==> run_1/wires.png <==
Scale bar: 50 um. Two of the layers only.
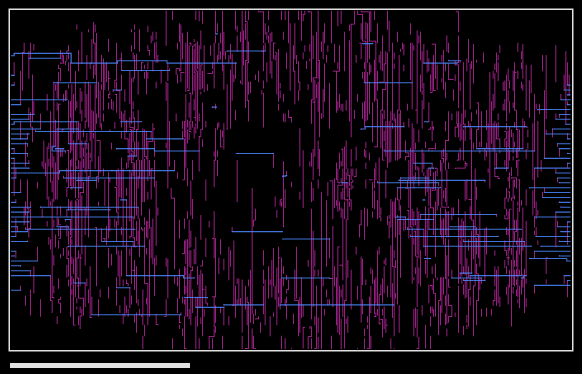
==> run_1/clocks.png <==
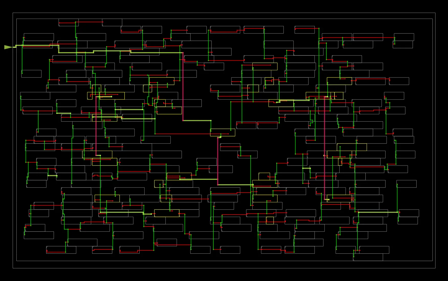
==> run_1/flops_by_reg.png <==
Scale bar: 50 um. Other sequential cells in the stronger grey, the rest of the logic in the fainter grey.
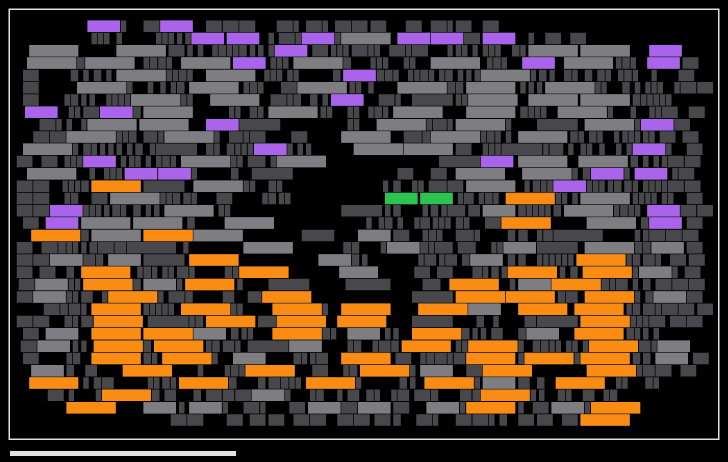
`src/rtl/if_id_stage.sv`:
```
// IF/ID pipeline register with a DEPTH-entry skid FIFO that absorbs fetch beats while ID stalls.
// Optional performance counters (bubble_cnt, stall_cnt) are enabled by defining IF_ID_PERF_EN.
module if_id_stage #(
    parameter int unsigned     XLEN     = 32,
    parameter int unsigned     DEPTH    = 2,
    parameter logic [XLEN-1:0] NOP_INST = XLEN'(32'h00000013)
) (
    input  logic                       clk,
    input  logic                       rst,
    input  logic                       stall_ID,
    input  logic                       flush,
    input  logic                       fetch_valid,
    input  logic [XLEN-1:0]            fetch_pc,
    input  logic [XLEN-1:0]            fetch_inst,
    output logic                       fetch_ready,
    output logic [XLEN-1:0]            pc_ID,
    output logic [XLEN-1:0]            inst_ID,
    output logic                       valid_ID,
`ifdef IF_ID_PERF_EN
    output logic [31:0]                bubble_cnt,
    output logic [31:0]                stall_cnt,
`endif
    output logic [$clog2(DEPTH):0]     buf_count
);

    localparam int unsigned PW = $clog2(DEPTH);
    localparam int unsigned CW = PW + 1;
    localparam logic [CW-1:0] FullCnt = CW'(DEPTH);

    logic [XLEN-1:0] pc_mem   [DEPTH];
    logic [XLEN-1:0] inst_mem [DEPTH];

    logic [PW-1:0]   rd_ptr_q, rd_ptr_d, wr_ptr_q, wr_ptr_d;
    logic [CW-1:0]   count_q, count_d;
    logic [XLEN-1:0] pc_q, pc_d, inst_q, inst_d;
    logic            valid_q, valid_d;
    logic            accept, wr_en;

    // Ready depends only on registered count, never on stall_ID, so no comb path upstream.
    assign fetch_ready = !rst && (count_q < FullCnt);
    assign accept      = fetch_valid && fetch_ready;

    always_comb begin
        rd_ptr_d = rd_ptr_q;
        wr_ptr_d = wr_ptr_q;
        count_d  = count_q;
        pc_d     = pc_q;
        inst_d   = inst_q;
        valid_d  = valid_q;
        wr_en    = 1'b0;

        if (flush) begin
            rd_ptr_d = '0;
            wr_ptr_d = '0;
            count_d  = '0;
            valid_d  = 1'b0;
            inst_d   = NOP_INST;
        end else if (stall_ID) begin
            if (accept) begin
                wr_en    = 1'b1;
                wr_ptr_d = wr_ptr_q + PW'(1);
                count_d  = count_q + CW'(1);
            end
        end else if (count_q != '0) begin
            pc_d     = pc_mem[rd_ptr_q];
            inst_d   = inst_mem[rd_ptr_q];
            valid_d  = 1'b1;
            rd_ptr_d = rd_ptr_q + PW'(1);
            if (accept) begin
                // Pop and push in the same cycle: occupancy unchanged.
                wr_en    = 1'b1;
                wr_ptr_d = wr_ptr_q + PW'(1);
            end else begin
                count_d = count_q - CW'(1);
            end
        end else if (accept) begin
            pc_d    = fetch_pc;
            inst_d  = fetch_inst;
            valid_d = 1'b1;
        end else begin
            valid_d = 1'b0;
            inst_d  = NOP_INST;
        end
    end

    always_ff @(posedge clk) begin
        if (rst) begin
            rd_ptr_q <= '0;
            wr_ptr_q <= '0;
            count_q  <= '0;
            pc_q     <= '0;
            inst_q   <= NOP_INST;
            valid_q  <= 1'b0;
        end else begin
            rd_ptr_q <= rd_ptr_d;
            wr_ptr_q <= wr_ptr_d;
            count_q  <= count_d;
            pc_q     <= pc_d;
            inst_q   <= inst_d;
            valid_q  <= valid_d;
        end
    end

    always_ff @(posedge clk) begin
        if (wr_en) begin
            pc_mem[wr_ptr_q]   <= fetch_pc;
            inst_mem[wr_ptr_q] <= fetch_inst;
        end
    end

    assign pc_ID     = pc_q;
    assign inst_ID   = inst_q;
    assign valid_ID  = valid_q;
    assign buf_count = count_q;

`ifdef IF_ID_PERF_EN
    logic [31:0] bubble_cnt_q, stall_cnt_q;
    logic        bubble_evt, stall_evt;

    assign bubble_evt = !flush && !stall_ID && (count_q == '0) && !accept;
    assign stall_evt  = !flush && stall_ID;

    always_ff @(posedge clk) begin
        if (rst) begin
            bubble_cnt_q <= '0;
            stall_cnt_q  <= '0;
        end else begin
            if (bubble_evt && (bubble_cnt_q != '1)) bubble_cnt_q <= bubble_cnt_q + 32'd1;
            if (stall_evt && (stall_cnt_q != '1))   stall_cnt_q  <= stall_cnt_q + 32'd1;
        end
    end

    assign bubble_cnt = bubble_cnt_q;
    assign stall_cnt  = stall_cnt_q;
`else
    // Counters absent in this build.
`endif

endmodule

```
`config.mk`:
```
export PLATFORM = sky130hd
export DESIGN_NAME = if_id_stage
export DESIGN_NICKNAME = d
export VERILOG_FILES = /design/src/rtl/if_id_stage.sv
export SDC_FILE = /design/constraint.sdc
export NUM_CORES = 1
export LEC_CHECK = 0
export ABC_AREA = 1
export CAP_MARGIN = 20
export CORE_ASPECT_RATIO = 0.6
export CORE_UTILIZATION = 56
export CTS_CLUSTER_SIZE = 16
export DETAILED_ROUTE_END_ITERATION = 16
export PLACE_DENSITY = 0.89
export SLEW_MARGIN = 30
export SYNTH_ARGS = -nofsm -noshare
export SYNTH_HDL_FRONTEND = slang
export SYNTH_SLANG_ARGS = --single-unit
```
`constraint.sdc`:
```
create_clock -name clk -period 19.95 [get_ports clk]
set_input_delay 4.9875 -clock clk [delete_from_list [all_inputs] [get_ports clk]]
set_output_delay 4.9875 -clock clk [all_outputs]
set_load 0.01 [all_outputs]
```
==> reports/qor.csv, run 1 <==
metric,value,unit
CTS Hold Bufs,0,
FF+latch area,0.00525,sq mm
hold_ws,0.437,ns
most common cell in the synthesized netlist,nand2_1,
Avg Inst Size Synth,9.69,sq um
Mapped Area,0.00802,sq mm
"Non-clock buffers, area share",14.0,%
FILL cells,931,
DRC Markers,0,
CP top delay family,buffers and inverters,
critical path data arrival time,6.20,ns
CTS max path bufs,2,
predominant post-synthesis flop cell,edfxtp_1,
Largest regs,"inst_mem x64, pc_mem x64",
clk tree area frac,5.92,%
Pleak,3.89,nW
CTS resizes,0,
Crit-path slowest cell,clkdlybuf4s50_1,
CP bufs+invs,2,
Sum Neg Setup Slack,0,ns
Seq. pwr,0.000447,W
status,finished clean,
met3 wire length,1.28,mm
TritonCTS sink count,198,
Top power group,registers,
Critical Path Start Type,input port,
Pre-Place Util,58.0,%
final setup fails,0,
Complex Gates by Area,11.1,%
r2r setup slk,17.71,ns
non-clock buffer count,140,
TritonRoute pass-1 iters,5,
CP Capture Type,output pin,
GR Layer Usage met3,5.05,%
flop share of the area,52.2,%
Comb power,0.0000588,W
Die Span Y,94.7,um
multi-input gate count,481,
post-DR vias/cell,5.16,
most used routing layer,met2,
Leading cell kind,flip-flops and latches,
H-tree depth,4,
largest net degree at the start of global routing,79,
DR top layer,met4,
CTS tree,yes,
met2 Use GR,38.4,%
final worst slack,8.76,ns
total gr overflow,0,
layout cells sized above 1,4.81,%
Internal Power,0.000660,W
min Tclk post-route,11.19,ns
most frequent cells in the layout,"nand2_1 (235), clkdlybuf4s50_1 (135), edfxtp_1 (128)",
max incr delay on CP,0.61,ns
crit path max fanout,3,
Worst Min Path Start,rd_ptr_q,
CP required,14.96,ns
R2R depth,6,
share of power burned in registers,52.4,%
"top cells, area","edfxtp_1 (48%), dfxtp_1 (17%), nand2_1 (11%)",
Notes on wires.png above:
Key: blue = metal 3 [wire length 1280 um]; magenta = metal 2 [wire length 7860 um]
wire per inst: 14.7 um
Total Wirelength: 16.9 mm
Vias: 5931
GRT Overall Usage: 24.2%

Notes on clocks.png above:
clock skew: 0.0122 ns
CLK BUF: 18
clock buffer count from CTS: 17

Notes on flops_by_reg.png above:
Key: purple = `pc_ID` [placed flops 32]; green = `buf_count` [placed flops 2]; orange = `inst_mem` [placed flops 64]
Another 100 sequential cells are not coloured.

==> run 1 -> run 2 <==
--- a/config.mk
+++ b/config.mk
@@ -8,10 +8,10 @@
 export ABC_AREA = 1
 export CAP_MARGIN = 20
 export CORE_ASPECT_RATIO = 0.6
-export CORE_UTILIZATION = 56
+export CORE_UTILIZATION = 48
 export CTS_CLUSTER_SIZE = 16
 export DETAILED_ROUTE_END_ITERATION = 16
-export PLACE_DENSITY = 0.89
+export PLACE_DENSITY = 0.81
 export SLEW_MARGIN = 30
 export SYNTH_ARGS = -nofsm -noshare
 export SYNTH_HDL_FRONTEND = slang
==> constraint.sdc (replaced) <==
create_clock -name clk -period 10.16 [get_ports clk]
set_input_delay 2.54 -clock clk [delete_from_list [all_inputs] [get_ports clk]]
set_output_delay 2.54 -clock clk [all_outputs]
set_load 0.01 [all_outputs]
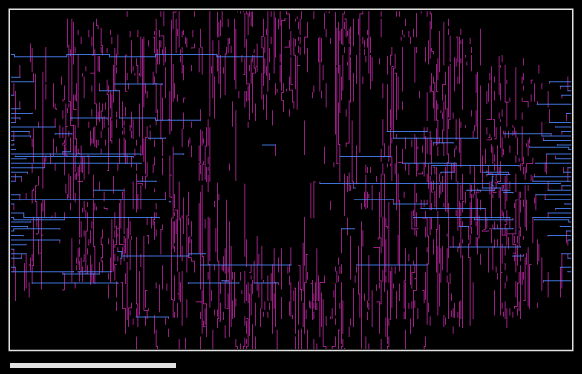
(run_2/wires.png)
Scale bar: 50 um. Two of the layers only.
Key: blue = metal 3 [wire length 1250 um]; magenta = metal 2 [wire length 7040 um]

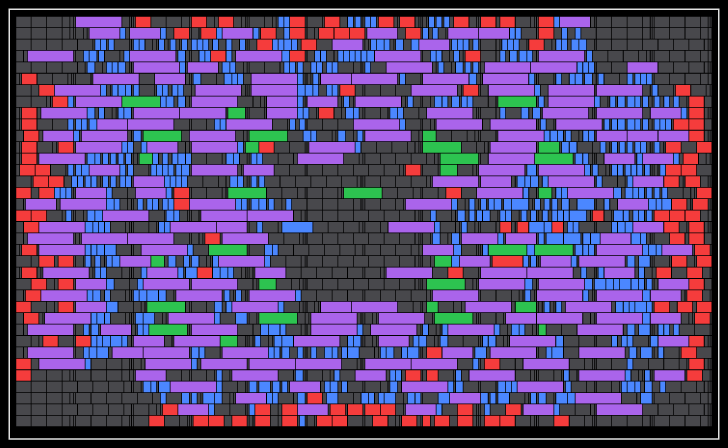
(run_2/placement_by_type.png)
Fill, decap, tap and diode cells in grey.
Key: purple = flops [cells 198, share of their area 54%]; green = clock drivers and dummy loads [cells 31, share of their area 5.8%]; blue = combinational and other logic [cells 587, share of their area 26%]; red = other buffers and delay cells [cells 142, share of their area 14%]
flop share of the area: 52.1%
Final Instance Area: 0.0101 sq mm
Util after Layout: 61.9%

==> run 2 against run 1 <==
Critical path depth unchanged. Synthesized area unchanged. Clock-buffer cell count increased by 1. Worst hold slack improved by 0.0079 ns. Clock skew shrank 0.0012 ns. Total power is 91% higher. Design area up 0.24%. Synthesized cell count did not move. Register-to-register slack worse by 9.9 ns. Largest cell class unchanged. Highest routed layer unchanged. Clock power rose by 85%.
==> reports/qor.csv, run 2 <==
metric,value,unit,change
status,finished clean,,
Worst Min Path Start,rd_ptr_q,,
multi-input logic area,0.00216,sq mm,
CP required,7.62,ns,-7.34 ns
Die Span Y,102,um,+7.8%
most common cell in the synthesized netlist,nand2_1,,
r2r setup slk,7.84,ns,-9.87 ns
GR Layer Usage met3,6.24,%,+1.2 points
Final Hold Violating Endpoints,0,,
Area Overhead vs Synth,25.6,%,
most frequent cells in the layout,"nand2_1 (235), clkdlybuf4s50_1 (135), edfxtp_1 (128)",,
CP bufs+invs,2,,unchanged
Pleak,3.89,nW,-0.11%
max incr delay on CP,0.55,ns,-0.06 ns
CTS resizes,0,,unchanged
post-DR vias/cell,4.84,,-6.3%
Mapped Area,0.00802,sq mm,unchanged
P_sw,0.000373,W,
min Tclk post-route,6.26,ns,
GRT Overall Usage,19.5,%,-4.7 points
hold_ws,0.445,ns,+0.00795 ns
"worst slack, placed",3.91,ns,
"top cells, area","edfxtp_1 (48%), dfxtp_1 (17%), nand2_1 (11%)",,
most used routing layer,met2,,
CP top delay family,buffers and inverters,,
Sum Neg Setup Slack,0,ns,unchanged
Leading cell kind,flip-flops and latches,,
FF+latch area,0.00525,sq mm,unchanged
R2R depth,6,,unchanged
Met2 Routed Length,7.04,mm,
CTS tree,yes,,
H-tree depth,4,,unchanged
CTS Hold Bufs,0,,unchanged
Largest regs,"inst_mem x64, pc_mem x64",,
Avg Inst Size Synth,9.69,sq um,unchanged
TritonCTS sink count,198,,unchanged
Comb area share,21.4,%,
Final period util,61.6,%,
CLK BUF,19,,+1
Pre-Place Util,49.3,%,-8.7 points
remaining antenna violation count,0,,
largest net degree at the start of global routing,72,,-8.9%
Seq. pwr,0.000878,W,+96%
clock buffer count from CTS,17,,unchanged
clock skew,0.0110,ns,-0.00123 ns
"Non-clock buffers, area share",14.0,%,+0.041 points
DR top layer,met4,,
share of power burned in registers,53.7,%,+1.3 points
crit path max fanout,3,,unchanged
final worst slack,3.90,ns,-4.86 ns
CTS max path bufs,2,,unchanged
Total Wirelength,16.4,mm,-3.3%
layout cells sized above 1,5.11,%,+0.31 points
DRC Markers,0,,unchanged
Internal Power,0.00126,W,+91%
Top power group,registers,,
Vias,5736,,-3.3%
total gr overflow,0,,unchanged
final setup fails,0,,unchanged
predominant post-synthesis flop cell,edfxtp_1,,
Critical Path Start Type,input port,,
multi-input gate count,481,,unchanged
non-clock buffer count,142,,+1.4%
met3 wire length,1.25,mm,-2.2%
wire per inst,13.8,um,-6.3%
Complex Gates by Area,11.1,%,unchanged
TritonRoute pass-1 iters,6,,+1
CP Capture Type,output pin,,
met2 Use GR,29.2,%,-9.2 points
critical path data arrival time,3.72,ns,-2.48 ns
clk tree area frac,5.62,%,-0.30 points
io pins,137,,
tap cells,228,,
Crit-path slowest cell,clkdlybuf4s50_1,,
worst setup path endpoint,fetch_ready,,
Comb power,0.000115,W,+96%
FILL cells,1291,,+39%
Power figures rest on the tool's default switching activity, not on a simulated workload.
